$ cat config.mk
export PLATFORM = sky130hd
export DESIGN_NAME = updown_counter
export DESIGN_NICKNAME = d
export VERILOG_FILES = /design/src/rtl/counter_pkg.sv /design/src/rtl/tick_divider.sv /design/src/rtl/updown_counter.sv
export SDC_FILE = /design/constraint.sdc
export NUM_CORES = 1
export LEC_CHECK = 0
export CAP_MARGIN = 40
export CORE_MARGIN = 2
export CORE_UTILIZATION = 30
export DETAILED_ROUTE_END_ITERATION = 10
export HOLD_SLACK_MARGIN = 0.15
export PLACE_DENSITY_LB_ADDON = 0.12
export SLEW_MARGIN = 25
export SYNTH_ARGS = -nofsm -noshare
export SYNTH_HDL_FRONTEND = slang
export SYNTH_SLANG_ARGS = --single-unit
export TNS_END_PERCENT = 30
$ cat constraint.sdc
create_clock -name clk -period 1.8 [get_ports clk]
set_input_delay 0.54 -clock clk [delete_from_list [all_inputs] [get_ports clk]]
set_output_delay 0.54 -clock clk [all_outputs]
set_load 0.005 [all_outputs]
$ cat src/rtl/counter_pkg.sv
// -----------------------------------------------------------------------------
// counter_pkg
// Shared constants and elaboration helpers for updown_counter.
//   DIR_UP / DIR_DOWN   : encodings of the 'up' direction input
//   MODE_WRAP / MODE_SAT: encodings of the 'sat' boundary-mode input
//   max_in_range()      : true when 1 <= max <= 2^width-1
// -----------------------------------------------------------------------------
package counter_pkg;

    localparam logic DIR_UP    = 1'b1;
    localparam logic DIR_DOWN  = 1'b0;
    localparam logic MODE_WRAP = 1'b0;
    localparam logic MODE_SAT  = 1'b1;

    // Legal terminal value for a counter of the given width.
    function automatic bit max_in_range(input int unsigned width,
                                        input longint unsigned max_val);
        longint unsigned limit;
        bit              ok;
        if (width == 32'd0 || width >= 32'd64) begin
            limit = 64'd0;
            ok    = 1'b0;
        end else begin
            limit = (64'd1 << width) - 64'd1;
            ok    = (max_val >= 64'd1) && (max_val <= limit);
        end
        return ok;
    endfunction

endpackage : counter_pkg

$ cat src/rtl/tick_divider.sv
// -----------------------------------------------------------------------------
// tick_divider
// Step-rate prescaler for updown_counter. Compiled only when
// UPDOWN_COUNTER_PRESCALE_EN is defined.
//   clk     in  : clock, rising edge
//   reset   in  : asynchronous active-low reset
//   en      in  : advance the phase counter
//   restart in  : force the phase back to 0 (counter load)
//   tick    out : high while the phase sits at PRESCALE-1
// -----------------------------------------------------------------------------
`ifdef UPDOWN_COUNTER_PRESCALE_EN
module tick_divider #(
    parameter int unsigned PRESCALE = 1
) (
    input  logic clk,
    input  logic reset,
    input  logic en,
    input  logic restart,
    output logic tick
);

    localparam int unsigned PW = (PRESCALE > 1) ? $clog2(PRESCALE) : 1;
    localparam logic [PW-1:0] LAST = PW'(PRESCALE - 1);

    logic [PW-1:0] phase_r;

    // Phase counter: wraps at PRESCALE-1, frozen while en is low.
    always_ff @(posedge clk or negedge reset) begin
        if (!reset) begin
            phase_r <= {PW{1'b0}};
        end else if (restart) begin
            phase_r <= {PW{1'b0}};
        end else if (en) begin
            phase_r <= (phase_r == LAST) ? {PW{1'b0}} : phase_r + PW'(1);
        end else begin
            phase_r <= phase_r;
        end
    end

    // With PRESCALE=1 the phase is always LAST, so tick is constantly high.
    assign tick = (phase_r == LAST);

endmodule : tick_divider
`endif

$ cat src/rtl/updown_counter.sv
// -----------------------------------------------------------------------------
// updown_counter
// Parametrised up/down counter, range 0..MAX, with wrap or saturate at the
// boundaries, synchronous load, terminal-count pulse and sticky overflow.
// Optional prescaler enabled by macro UPDOWN_COUNTER_PRESCALE_EN.
//   clk      in  : clock, rising edge
//   reset    in  : asynchronous active-low reset
//   en       in  : step enable
//   up       in  : 1 = increment, 0 = decrement
//   sat      in  : 1 = saturate, 0 = wrap
//   load     in  : synchronous load (priority over stepping)
//   load_val in  : load value, clamped to MAX
//   clr_ovf  in  : clear sticky ovf (a simultaneous boundary step wins)
//   count    out : current count (registered)
//   tc       out : one-cycle pulse on every boundary step (registered)
//   ovf      out : sticky boundary flag (registered)
// -----------------------------------------------------------------------------
module updown_counter
    import counter_pkg::*;
#(
    parameter int unsigned WIDTH    = 12,
    parameter int unsigned MAX      = 4095,
    parameter int unsigned PRESCALE = 1
) (
    input  logic             clk,
    input  logic             reset,
    input  logic             en,
    input  logic             up,
    input  logic             sat,
    input  logic             load,
    input  logic [WIDTH-1:0] load_val,
    input  logic             clr_ovf,
    output logic [WIDTH-1:0] count,
    output logic             tc,
    output logic             ovf
);

    if (!max_in_range(WIDTH, longint'(MAX))) begin : g_bad_max
        $error("updown_counter: MAX must satisfy 1 <= MAX <= 2^WIDTH-1");
    end
    if (PRESCALE < 1) begin : g_bad_prescale
        $error("updown_counter: PRESCALE must be >= 1");
    end

    localparam logic [WIDTH-1:0] MAX_V  = WIDTH'(MAX);
    localparam logic [WIDTH-1:0] ZERO_V = {WIDTH{1'b0}};

    logic             tick_s;
    logic             step_s;
    logic             boundary_s;
    logic [WIDTH-1:0] count_nxt_s;
    logic [WIDTH-1:0] count_r;
    logic             tc_r;
    logic             ovf_r;

`ifdef UPDOWN_COUNTER_PRESCALE_EN
    tick_divider #(
        .PRESCALE (PRESCALE)
    ) u_tick_divider (
        .clk     (clk),
        .reset   (reset),
        .en      (en),
        .restart (load),
        .tick    (tick_s)
    );
`else
    assign tick_s = 1'b1;
`endif

    assign step_s = en & tick_s & ~load;

    // Next count: load clamps to MAX; boundary handling compares against MAX,
    // not the all-ones value, so non-power-of-two moduli wrap correctly.
    always_comb begin
        count_nxt_s = count_r;
        boundary_s  = 1'b0;
        if (load) begin
            count_nxt_s = (load_val > MAX_V) ? MAX_V : load_val;
        end else if (step_s) begin
            if (up == DIR_UP) begin
                if (count_r >= MAX_V) begin
                    boundary_s  = 1'b1;
                    count_nxt_s = (sat == MODE_SAT) ? MAX_V : ZERO_V;
                end else begin
                    count_nxt_s = count_r + WIDTH'(1);
                end
            end else begin
                if (count_r == ZERO_V) begin
                    boundary_s  = 1'b1;
                    count_nxt_s = (sat == MODE_SAT) ? ZERO_V : MAX_V;
                end else begin
                    count_nxt_s = count_r - WIDTH'(1);
                end
            end
        end else begin
            count_nxt_s = count_r;
        end
    end

    // Output registers; ovf set has priority over clr_ovf.
    always_ff @(posedge clk or negedge reset) begin
        if (!reset) begin
            count_r <= ZERO_V;
            tc_r    <= 1'b0;
            ovf_r   <= 1'b0;
        end else begin
            count_r <= count_nxt_s;
            tc_r    <= boundary_s;
            ovf_r   <= boundary_s | (ovf_r & ~clr_ovf);
        end
    end

    assign count = count_r;
    assign tc    = tc_r;
    assign ovf   = ovf_r;

endmodule : updown_counter

Figure 1. Nets reached from selected ports (run 1).
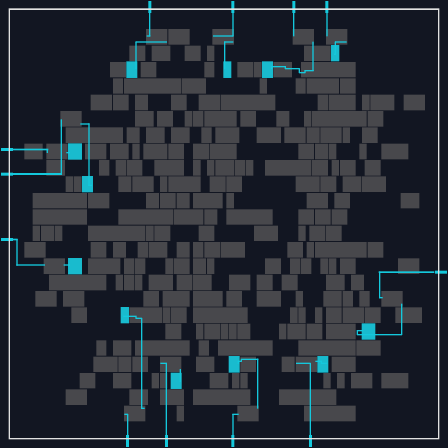
legend:
  cyan:
    port: load_val
    direction: input
    edge: 4 south, 4 north, 3 west, 1 east
    end_cells: 12
    buffers: 12
    wire: 198 microns
# IOs: 33
port bufs: 32

Figure 2. Met3 routing (run 1).
Bar = 20 microns.
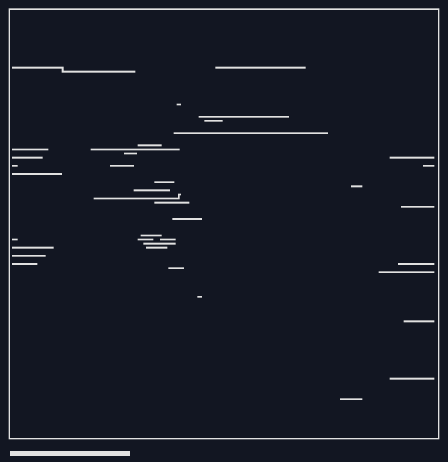
main direction: horizontal
share of all routed wire: 4.9%
longest straight run: 25.3 microns
nets with wire on the layer: 33
wire length on this layer: 236 microns
total number of vias: 1621
Detailed Route WL: 4820 microns
met3 Use GR: 2.99%

==> Slide: Implementation Results, run 1 <==
Flow Results at a Glance

Synth
  – Syn nets: 193
  – Synth Register Bits: 14
  – Yosys warnings: 0
  – Synth Cell Area: 1350 sq um
  – YS chip area: about 1400 sq um
  – Syn Inst Count: approximately 170
  – Synth async-reset ratio: 100%

CTS
  – CTS root buf: clkbuf_8
  – Clk sinks: 14
  – Worst-path clk slew: approximately 0.07 ns
  – Clock buffer depth: 2

Status
  – Status: complete, but fails checks
  – Failing checks: setup timing

Route
  – Avg Vias per Cell: ~5.4
  – DR WL met2: about 2200 microns
  – Residual DRC count: 0
  – Post-DRT Antenna Nets: 0
  – Drt pass-1 iters: 4

Worst hold path
  – Hold WC Path Type: flip-flop to flip-flop

Placed design
  – Routability-driven placement congestion ratio: 0.872

Final layout
  – Layout filler cell count: 427
  – Area delta synth->final: 68.9%
  – Dominant logic cell type in the layout: buf_4
  – Fin area: 2280 sq um
  – Nets: ~270

GRT
  – Largest net degree at the start of global routing: 27

Final timing
  – Max Slew Vio Count: 0
  – Final setup viols: 14
  – Worst Max-Slew Pin Slew: roughly 0.37 ns
  – Fin. Hold Viols: 0
  – Final WS setup: -0.204 ns
  – Unrepaired setup endpoints after global routing: yes
  – Fin Setup TNS: -1.63 ns
  – Period minus WS final: approximately 2 ns
  – Crit share post-route: 111%

Floorplan
  – Init Core Util: between 30% and 40%
  – Die area: 5060 sq um

Setup path
  – Crit-path max FO: 5
Figure 3. Cell classes on the final placement (run 1).
Fill, decap, tap and diode cells in grey.
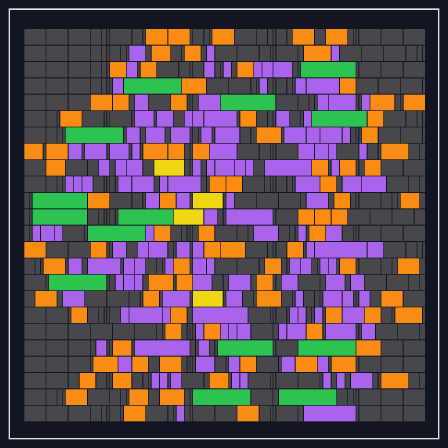
legend:
  purple:
    class: combinational and other logic
    cells: 144
  orange:
    class: other buffers and delay cells
    cells: 88
  yellow:
    class: clock drivers and dummy loads
    cells: 4
  green:
    class: flops
    cells: 14
Seq/total area: 15.7%
Final Util: 52.4%

[run 1: state kept, by name, indices dropped and copies added, names as in the netlist]
name,flops
tc,1
count,12
ovf,1
[run 1: cell type report]
class                      instances  area [sq um]  area share [%]
clock buffer                       4          55.1            2.41
inverter                           9          33.8            1.48
multi-input combinational        135           987            43.3
sequential                        14           359            15.7
tap                               52          65.1            2.85
timing repair buffer              88           782            34.3
[run 1: kinds of logic (layout without fill, tap and decap cells)]
group	after synthesis	after routing	share of synthesized area, %
AND/OR/NAND/NOR	76	76	32.1
AND-OR/OR-AND	50	50	27.3
buffers and inverters	22	101	7.87
flip-flops	14	14	25.9
XOR/XNOR	5	5	3.24
adder cells (fa/ha/maj)	3	3	2.78
multiplexers	1	1	0.741
[run 1: metal layers]
| layer | up-vias | track usage [%] |
|---|---|---|
| li1 | 792 | - |
| met1 | 765 | 28.4 |
| met2 | 54 | 30.8 |
| met3 | 10 | 2.99 |
| met4 | 0 | 6.08 |
| met5 | - | 0 |
[run 1: repair_timing]
item | CTS | global route
setup endpoints to repair | 25 | 18
gates resized | 27 | 13
pin swaps | 3 | 3
buffers inserted | 2 | 1
endpoints found under the hold margin | 0 | 0
[run 1: worst max-delay path, stage by stage, from the launching register on]
cell	delay [ns]
dfrtp_2	0.45
inv_2	0.10
ha_4	0.15
or4b_4	0.48
nor3_2	0.11
a32o_2	0.19
nor2_4	0.08
buf_4	0.16
a221oi_2	0.20
[run 1: synth_stat cells (3+ instances only)]
library cell | number | share of area (%)
nor2_1 | 26 | 7.2
dfrtp_1 | 14 | 26
nand2_1 | 13 | 3.6
a21oi_1 | 11 | 4.1
inv_1 | 9 | 2.5
nand2b_1 | 7 | 3.2
a31oi_1 | 5 | 2.3
clkbuf_1 | 5 | 1.4
nor3_1 | 5 | 1.9
o21ai_0 | 5 | 1.9
o311a_1 | 5 | 3.7
buf_2 | 4 | 1.5
nand3_1 | 4 | 1.5
o21ai_1 | 4 | 1.5
xnor2_1 | 4 | 2.6
and3_1 | 3 | 1.4
ha_1 | 3 | 2.8
[run 1: report_power, final]
group          leakage (nW)  switching (mW)  internal [mW]  total, mW
logic                 0.808           0.257          0.317      0.573
clock network        0.0288           0.138          0.194      0.332
registers             0.161          0.0596          0.351      0.410
[run 1: worst paths after layout]
path	slack, ns	depth (start not counted)	end	startpoint
max	-0.20	8	count[8]	count[0]
min	0.55	2	ovf	ovf
max reg2reg	-0.20	8	count[8]	count[0]
min reg2reg	0.55	2	ovf	ovf
max in group asynchronous	1.00	2	count[11]	reset
min in group asynchronous	0.60	2	ovf	reset
[run 1: per-stage QoR]
stage          setup slack (ns)  power, mW
4_1_cts                  -0.200       1.30
3_3_place_gp             -0.330      0.944
3_5_place_dp             -0.367      0.949
5_1_grt                  -0.311       1.39
6_report                 -0.204       1.32
2_1_floorplan           -0.0160      0.653
Figure 4. M2 wires (run 1).
Cells faint in the background.
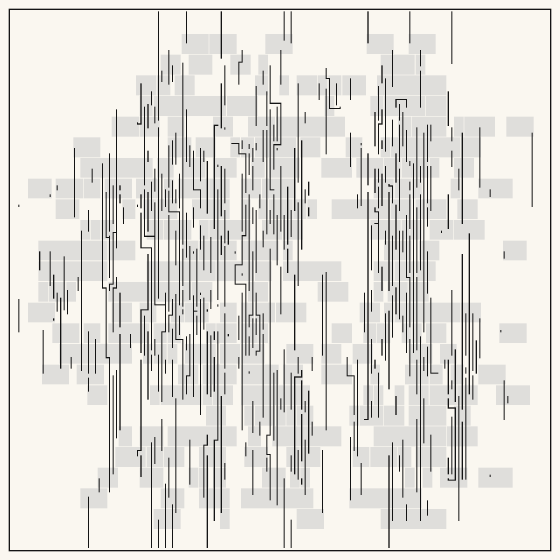

==> inputs of run 2 (changes only) <==
Settings changed: CORE_UTILIZATION 30 to 45, TNS_END_PERCENT 30 to 10.
Figure 5. M2 wires (run 2).
Cells faint in the background.
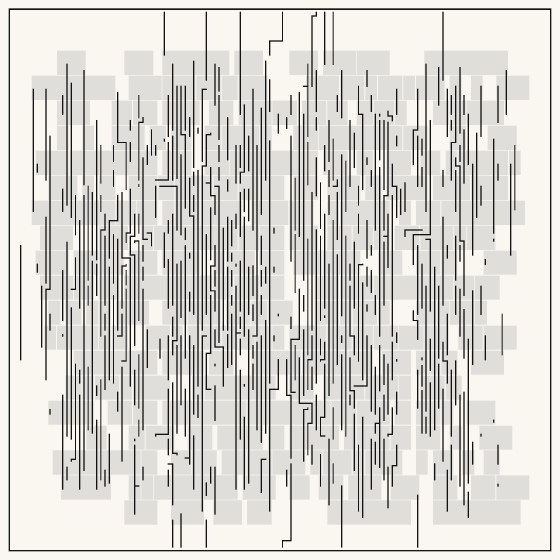
main direction: vertical
share of all routed wire: 49%
wire length on this layer: 2490 microns
Detailed Route WL: 5050 microns
total number of vias: 1749
M2 GR Usage: 52.9%

==> run 2 against run 1 <==
Compared with the run above:
- the flow finishes with violations (DRC, setup timing)
- combinational power is 4.5% higher
- clock power is 24% lower
- sequential power is 4% lower
- count of clock-buffer cells in the layout stayed put
- utilization is 27 points higher
- area after synthesis stayed put
- sequential share of layout area is 0.36 points higher
- die size is 32% lower
- total power is 5.2% lower
- non-clock buffer count is 3 higher
- synthesized cell count stayed put
==> Slide: Implementation Results, run 2 <==
Flow Results at a Glance

Status
  – Status: complete, but fails checks
  – Failing checks: DRC, setup timing

Final timing
  – Crit share post-route: 110%
  – Worst Max-Slew Pin Slew: 0.383 ns
  – Final setup viols: 15
  – Unrepaired setup endpoints after global routing: yes
  – Final WS setup: -0.183 ns
  – Period minus WS final: between 1.5 and 2 ns
  – Max Slew Vio Count: 0
  – Fin Setup TNS: -1.89 ns
  – Fin. Hold Viols: 0

Final layout
  – Fin area: 2220 sq um
  – Dominant logic cell type in the layout: buf_4
  – Nets: 276
  – Number of flip-flops in the largest register: 12
  – Most frequent cells in the layout: buf_4 (50), nor2_1 (24), clkdlybuf4s50_1 (21)
  – Area delta synth->final: 64.0%

Setup path
  – CP Cell Sequence: inv_2, ha_4, or4b_4, nor3_2, a32o_2, nor2_4, buf_6, a221oi_2
  – WP buf/inv: 2
  – Critical path type: flip-flop to flip-flop
  – CP required: between 2 and 2.5 ns
  – Crit path max-delay cell type: or4b_4
  – CP delay by family, top: simple AND/OR/NAND/NOR gates
  – Slowest stage delay, CP: 0.47 ns
  – Crit-path max FO: 6

Synth
  – Synth Register Bits: 14
  – Synth Cell Area: about 1400 sq um
  – Syn nets: 193
  – Yosys warnings: 0
  – Synth area leader: dfrtp_1
  – Area leader share: 25.9%
  – Post-synth area hogs: dfrtp_1 (26%), nor2_1 (7.2%), a21oi_1 (4.1%)
  – Synth async-reset ratio: 100%
  – Most common cell in the synthesized netlist: nor2_1
  – Post-synth cell types: 52
  – Syn Inst Count: 171
  – Synth cell count leaders: nor2_1 (26), dfrtp_1 (14), nand2_1 (13)

CTS
  – Worst-path clk slew: 0.10 ns
  – Clock buffer depth: 2
  – Clk sinks: 14
  – CTS root buf: clkbuf_4

Route
  – DR iter-0 viols: 124
  – Avg Vias per Cell: 6.16
  – Drt pass-1 iters: 7
  – Residual DRC count: 2
  – Post-DRT Antenna Nets: 0

Placed design
  – Routability-driven placement congestion ratio: approximately 0.93
  – Placed Instances: 273
  – Place WS: -0.360 ns
  – Placed Area: 2060 sq um
  – Port bufs: 32

Floorplan
  – # IOs: 33
  – Die Ht: about 59 microns
  – Init Core Util: 48.2%
  – Die area: 3460 sq um

Worst hold path
  – Hold WC Path Type: input pin to asynchronous set/reset pin

Power
  – Power per standard cell area: 563 nW/um^2
  – Max VDD drop: about 0.42 mV

GRT
  – Largest net degree at the start of global routing: 27
Figure 6. Cell classes on the final placement (run 2).
Fill, decap, tap and diode cells in grey.
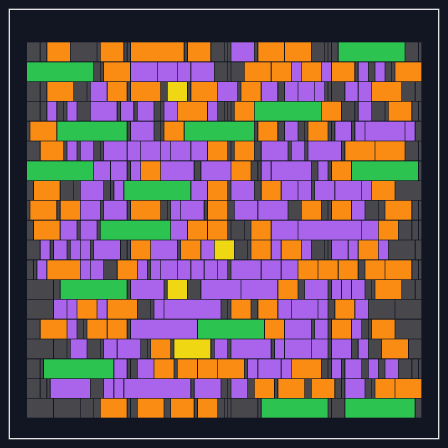
legend:
  yellow:
    class: clock drivers and dummy loads
    cells: 4
  orange:
    class: other buffers and delay cells
    cells: 91
  green:
    class: flops
    cells: 14
  purple:
    class: combinational and other logic
    cells: 144
cell row count: 19
Final Util: 79.0%

-- run 2: cell counts after synthesis --
No cell type changed its count.
-- run 2: logic make-up (layout without fill, tap and decap cells) --
kind of cell	count (synthesis)	in the layout	synth area share (%)
buffers and inverters	22	104	7.87
flip-flops	14	14	25.9
AND/OR/NAND/NOR	76	76	32.1
adder cells (fa/ha/maj)	3	3	2.78
AND-OR/OR-AND	50	50	27.3
XOR/XNOR	5	5	3.24
multiplexers	1	1	0.741
-- run 2: power by group --
group / internal [mW] / total [mW] / switching [mW]
Clock: 0.124 / 0.253 / 0.130
Combinational: 0.320 / 0.599 / 0.279
Sequential: 0.349 / 0.395 / 0.0462
-- run 2: layer usage --
layer | wire, microns | vias to the layer above | global-route usage [%]
met4 | 149 | 0 | 20.5
met2 | 2490 | 82 | 52.9
met5 | 0 | - | 0
met1 | 2050 | 850 | 36.7
met3 | 361 | 17 | 6.37
li1 | - | 800 | -
-- run 2: path summary, 6_finish.rpt --
check	end	slack [ns]	depth (start not counted)	from
worst max-delay path	count[0]	-0.18	8	count[1]
min in group clk	ovf	0.57	2	ovf
worst min-delay path	count[4]	0.55	2	reset
worst min register to register	ovf	0.57	2	ovf
max in group asynchronous	count[1]	1.04	2	reset
worst max register to register	count[0]	-0.18	8	count[1]
-- run 2: final cells by class --
| type | count | area (sq um) |
|---|---|---|
| Inverter | 9 | 33.8 |
| Fill cell | 203 | 589 |
| Clock buffer | 4 | 36.3 |
| Tap cell | 31 | 38.8 |
| Timing Repair Buffer | 91 | 796 |
| Sequential cell | 14 | 357 |
| Multi-Input combinational cell | 135 | 955 |
-- run 2: metrics by stage --
step	hold WS, ns	power [mW]
4_1_cts	0.552	1.23
5_1_grt	0.580	1.31
2_1_floorplan	0.244	0.653
3_5_place_dp	0.557	0.948
6_report	0.550	1.25
3_3_place_gp	0.528	0.927
-- run 2: what timing repair did --
| action | in CTS | in global routing |
|---|---|---|
| resized | 23 | 9 |
| pin swaps | 3 | 1 |
| setup endpoints to repair | 26 | 16 |
| setup buffers | 7 | 0 |
| endpoints found under the hold margin | 0 | 0 |
| gates cloned | 0 | 0 |
No activity file was given, so power comes from the tool's default toggle rates.
